[config.mk]
export PLATFORM = sky130hd
export DESIGN_NAME = bdd_result_collector
export DESIGN_NICKNAME = d
export VERILOG_FILES = /design/src/rtl/bdd_result_collector.sv
export SDC_FILE = /design/constraint.sdc
export NUM_CORES = 1
export LEC_CHECK = 0
export CAP_MARGIN = 20
export CORE_MARGIN = 3
export CORE_UTILIZATION = 32
export DETAILED_ROUTE_END_ITERATION = 10
export DONT_BUFFER_PORTS = 1
export MAX_ROUTING_LAYER = met4
export PLACE_DENSITY = 0.56
export SLEW_MARGIN = 10
export SYNTH_ARGS = -nofsm -noshare
export SYNTH_HDL_FRONTEND = slang
export SYNTH_SLANG_ARGS = --single-unit
[constraint.sdc]
create_clock -name clk -period 4.4 [get_ports clk]
set_input_delay 0.66 -clock clk [delete_from_list [all_inputs] [get_ports clk]]
set_output_delay 0.66 -clock clk [all_outputs]
set_load 0.05 [all_outputs]
[src/rtl/bdd_result_collector.sv]
// Watches the classifier output for a leaf class, timestamps the traversal and queues
// {timeout, cycles, class} results in a small FIFO. Optional per-class histogram: BDD_COLLECTOR_HIST_EN.
module bdd_result_collector #(
    parameter int CLASS_W     = 8,
    parameter int CYC_W       = 16,
    parameter int MAX_CYCLES  = 1024,
    parameter int SETTLE      = 4,
    parameter int FIFO_DEPTH  = 8,
    parameter int NUM_CLASSES = 16
) (
    input  logic                           clk,
    input  logic                           rst,
    input  logic                           start,
    output logic                           sample_ready,
    input  logic [CLASS_W-1:0]             class_in,
    output logic                           res_valid,
    input  logic                           res_ready,
    output logic [CLASS_W-1:0]             res_class,
    output logic [CYC_W-1:0]               res_cycles,
    output logic                           res_timeout,
    output logic [$clog2(FIFO_DEPTH):0]    fifo_count,
    input  logic [$clog2(NUM_CLASSES)-1:0] hist_sel,
    output logic [CYC_W-1:0]               hist_count
);
    localparam int AW = $clog2(FIFO_DEPTH);
    localparam int CW = AW + 1;
    localparam logic [CYC_W-1:0] SETTLE_LAST = CYC_W'(SETTLE - 1);
    localparam logic [CYC_W-1:0] MAX_LAST    = CYC_W'(MAX_CYCLES - 1);

    typedef enum logic [1:0] {IDLE, SETTLE_WAIT, WAIT_LEAF, PUSH} state_t;

    typedef struct packed {
        logic               timeout;
        logic [CYC_W-1:0]   cycles;
        logic [CLASS_W-1:0] cls;
    } entry_t;

    state_t           state;
    logic [CYC_W-1:0] counter;
    entry_t           cap;

    entry_t           mem [FIFO_DEPTH];
    logic [AW-1:0]    wr_ptr, rd_ptr;
    logic [CW-1:0]    count;
    logic             full, pop, push;
    entry_t           head;

    assign full = (count == CW'(FIFO_DEPTH));
    assign pop  = (count != '0) && res_ready;
    // A pop in the same cycle frees the slot, so a full FIFO does not stall the push.
    assign push = (state == PUSH) && (!full || pop);

    always_ff @(posedge clk) begin
        if (rst) begin
            state   <= IDLE;
            counter <= '0;
            cap     <= '0;
        end else begin
            case (state)
                IDLE: begin
                    if (start) begin
                        counter <= '0;
                        state   <= SETTLE_WAIT;
                    end
                end
                SETTLE_WAIT: begin
                    counter <= counter + 1'b1;
                    if (counter == SETTLE_LAST) state <= WAIT_LEAF;
                end
                WAIT_LEAF: begin
                    counter <= counter + 1'b1;
                    // Leaf detection takes priority over the timeout in the same cycle.
                    if (class_in != '0) begin
                        cap   <= '{timeout: 1'b0, cycles: counter, cls: class_in};
                        state <= PUSH;
                    end else if (counter == MAX_LAST) begin
                        cap   <= '{timeout: 1'b1, cycles: counter, cls: '0};
                        state <= PUSH;
                    end
                end
                PUSH: begin
                    if (push) state <= IDLE;
                end
                default: state <= IDLE;
            endcase
        end
    end

    always_ff @(posedge clk) begin
        if (push) mem[wr_ptr] <= cap;
    end

    always_ff @(posedge clk) begin
        if (rst) begin
            wr_ptr <= '0;
            rd_ptr <= '0;
            count  <= '0;
        end else begin
            if (push) wr_ptr <= wr_ptr + 1'b1;
            if (pop)  rd_ptr <= rd_ptr + 1'b1;
            count <= count + CW'(push) - CW'(pop);
        end
    end

    // Head fields are forced to zero while empty so reset and drained states read clean.
    assign head         = mem[rd_ptr];
    assign res_valid    = (count != '0);
    assign res_class    = res_valid ? head.cls     : '0;
    assign res_cycles   = res_valid ? head.cycles  : '0;
    assign res_timeout  = res_valid ? head.timeout : 1'b0;
    assign fifo_count   = count;
    assign sample_ready = (state == IDLE);

`ifdef BDD_COLLECTOR_HIST_EN
    logic [NUM_CLASSES-1:0][CYC_W-1:0] bins;

    always_ff @(posedge clk) begin
        if (rst) begin
            bins <= '0;
        end else if (push && !cap.timeout) begin
            for (int i = 0; i < NUM_CLASSES; i++) begin
                if (cap.cls == CLASS_W'(i) && bins[i] != '1) bins[i] <= bins[i] + 1'b1;
            end
        end
    end

    assign hist_count = bins[hist_sel];
`else
    logic unused_hist_sel;
    assign unused_hist_sel = ^hist_sel;
    assign hist_count      = '0;
`endif

endmodule

==> run summary <==
yosys + openroad results -> status=completed, reg2reg path depth=14, # nets final=672, met1 WL=8830 µm, Antenna Violating Nets Remaining=0, Pleak=around 4.1 nW, element type at the critical path end=register, Crit Path Class=reg -> reg, post-synth top area cell=edfxtp_1, setup violators final=0, Dominant Register Cell=edfxtp_1, Port Buf Inserts=0, arrival time at the worst endpoint=3.80 ns, Peak Freq=0.295 GHz, CP dominant cell by count=inv_1, global-route wire length before repair=32100 µm, top cells by count, synth=edfxtp_1 (200), nor2_1 (84), dfxtp_1 (56), mux2i_1 (52), mux4_2 (50), top flop regs=mem: 200 flops, cap: 25 flops, counter: 16 flops, Post-CTS Setup Inserts=0, Ports=roughly 63, CTS buffer count=27, Yosys warnings=0, met3 wire length=1190 µm, ANT cells=0, met3 usage=2.74%, number of max-cap violations=0, largest net degree at the start of global routing=44, Placed Cells incl. Taps=1009, Hold WC Path Type=in -> reg, Fin Hold WS=0.210 ns, hold path start=rst, Gate Area=2810 µm², clock sink count=about 260, Post-Syn Area=a little over 10000 µm², Hold Path Stages=1, CTS Buffer Depth=3, most common cell in the netlist=edfxtp_1, Pwr per Cell Area=636 nW/µm², Reg clk slew, reported paths=0.06 ns, Slew HR=27.2%, ys async rst share=0%, DRT Pass-1 Iters=4, Synth flops=approximately 260, antenna violations before repair=0, CP top delay family=buffers and inverters, Tot GR Track Use=12.7%, final critical-path setup slack=1.01 ns, GR peak layer=met2, post-DP HPWL=11900 µm, Final Instance Area=11700 µm², post-cts resize count=0, yosys synthesis chip area=between 10000 and 15000 µm², row cnt=approximately 64, synth top area cells=edfxtp_1 (59%), mux4_2 (11%), dfxtp_1 (11%), mux2i_1 (5.1%), nor2_1 (3.1%), Reg-to-Reg Start=fifo_count[2]$_SDFF_PP0_, sequential area share after synthesis=70.2%, min Tclk post-route=3.39 ns, layout cells sized above 1=around 22%, CTS tree=done, Root Driver=clkbuf_16, # fillers=~2800, Max Used Layer=met4, chip area=approximately 34000 µm², Area after DPL=10800 µm², PnR Total Power=7.46 mW, Syn Area/Cell=16.9 µm², final tally of hold violations=0, number of global-route vias before repair=5403, floorplan core density=32.9%, met2 Use GR=20.8%, number of logged tool warnings=34, Final Wtd Congestion=0.750, number of enable flip-flop cells=~200, Worst path depth=14, WL per Instance=slightly below 20 µm, Tightest Pin Transition=1.09 ns, R2R Setup Slk=1.01 ns, final wirelength=20700 µm, vias per inst=4.81, number of flip-flops in the largest register=200, most instantiated logic cell after routing=edfxtp_1, Syn Inst Count=602, area delta synth->final=15.5%, crit path from=fifo_count[2]$_SDFF_PP0_, r2r endpoint=fifo_count[2]$_SDFF_PP0_, Overflow after GRT=0, Critical Path End=fifo_count[2]$_SDFF_PP0_, number of DRC markers in iteration 0=277, CP max stage cell=dfxtp_1, Top reg by flops=mem, Fin Setup TNS=0 ns, met2 WL post-DR=10100 µm, most numerous logic cells after layout=edfxtp_1 (200), nor2_1 (78), dfxtp_1 (53), Max Slew Vio Count=0, slowest stage delay, CP=0.64 ns, grt met1 use=16.2%, Unique masters post-synth=between 40 and 50, Req. time, crit path=4.81 ns, Buf/Inv on CP=6, RSZ-0062 raised after global routing=false, Finished Layout Cells=1058, fin crit share=77.0%, drc violations=0, crit-path cells=inv_1, ha_1, and2_1, buf_4, inv_1, nand2_1, inv_1, ha_1, inv_1, ha_1, inv_1, fa_1, xor2_1, nor2_1, hold_buf cts=0, H-tree depth=1, Reg area=7130 µm², Max Fanout on Critical Path=26, vias=5092, Yosys Instances=between 600 and 700, pre-CTS WS=0.990 ns, CP Launch Type=register, Top cell area share=59.1%
power breakdown:
part	switching [mW]	internal, mW	total [mW]	leakage [nW]
Sequential	0.250	2.72	2.97	2.35
Combinational	1.32	0.817	2.14	1.24
Clock	0.902	1.46	2.36	0.467
Total	2.47	4.99	7.46	4.06
cell families after synthesis:
| family | count (synthesis) | share of synthesized area (%) |
|---|---|---|
| fa+ha+maj | 14 | 1.80 |
| compound gates | 16 | 1.20 |
| xor+xnor | 18 | 1.55 |
| buf+inv | 58 | 2.94 |
| other cells | 1 | 0.0369 |
| simple gates | 137 | 6.10 |
| mux | 102 | 16.2 |
| flops | 256 | 70.2 |
layout make-up:
class	instances	area share [%]
repair buffers	38	2.43
flip-flops and latches	256	60.8
inverters	16	0.512
multi-input cells	303	24.0
well taps	396	4.22
clock buffers	37	6.87
clock inverters	12	1.20
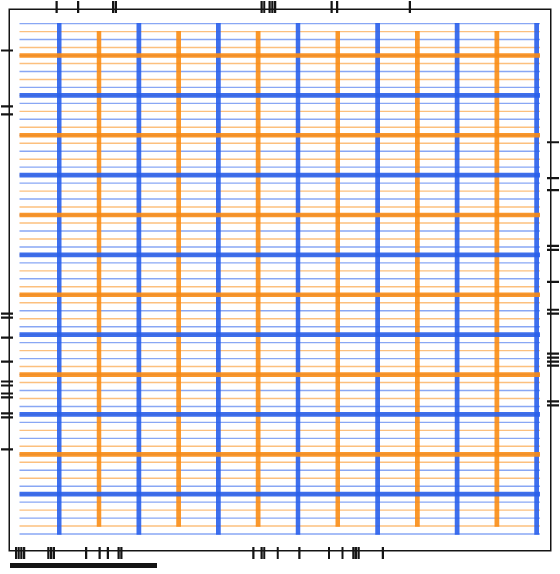
Figure 1: supply network.
The bar under the picture is 50 µm long. Pins as bars on the die edge.
legend:
  VDD:
    color: orange
  VSS:
    color: blue
rows: 64
signal pins: 63
met4 straps: 13
met5 straps: 12
met1 rails: 65
die width: 184 µm
core area: 30900 µm²
worst vdd ir: 0.350 mV
die height: 184 µm

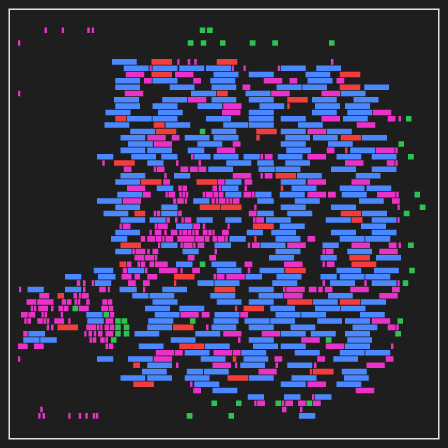
Figure 2: placement by cell class.
legend:
  clock drivers and dummy loads:
    color: red
    cells: 49
    share_of_their_area: 8.4%
  all other logic:
    color: magenta
    cells: 319
    share_of_their_area: 26%
  other buffers and delay cells:
    color: green
    cells: 38
    share_of_their_area: 2.5%
  flip-flops:
    color: blue
    cells: 256
    share_of_their_area: 63%
fraction of area in registers: 60.8%
Final Util: 38.0%

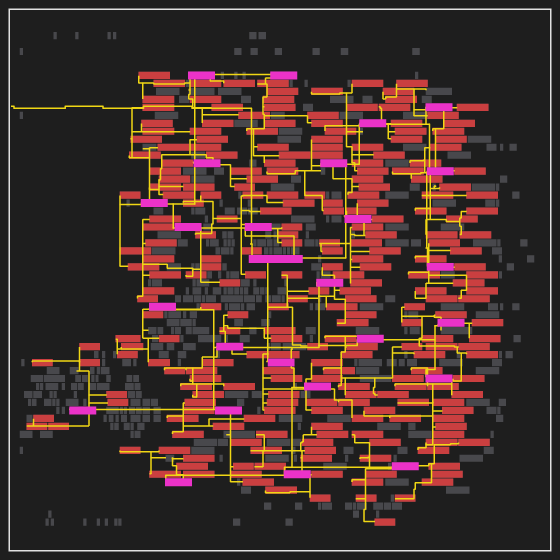
Figure 3: routed clock nets over the placement.
legend:
  flip-flops:
    color: red
    count: 256
  cells driving clock nets:
    color: magenta
    count: 27
  clock wires:
    color: yellow
    length: 2940 µm
routed clock nets: 28
Final Skew: 0.0149 ns
Clock group: 2.36 mW
Clock Power Share: 31.6%
worst-skew pair later-pin latency: 0.52 ns

Power figures rest on the tool's default switching activity, not on a simulated workload.
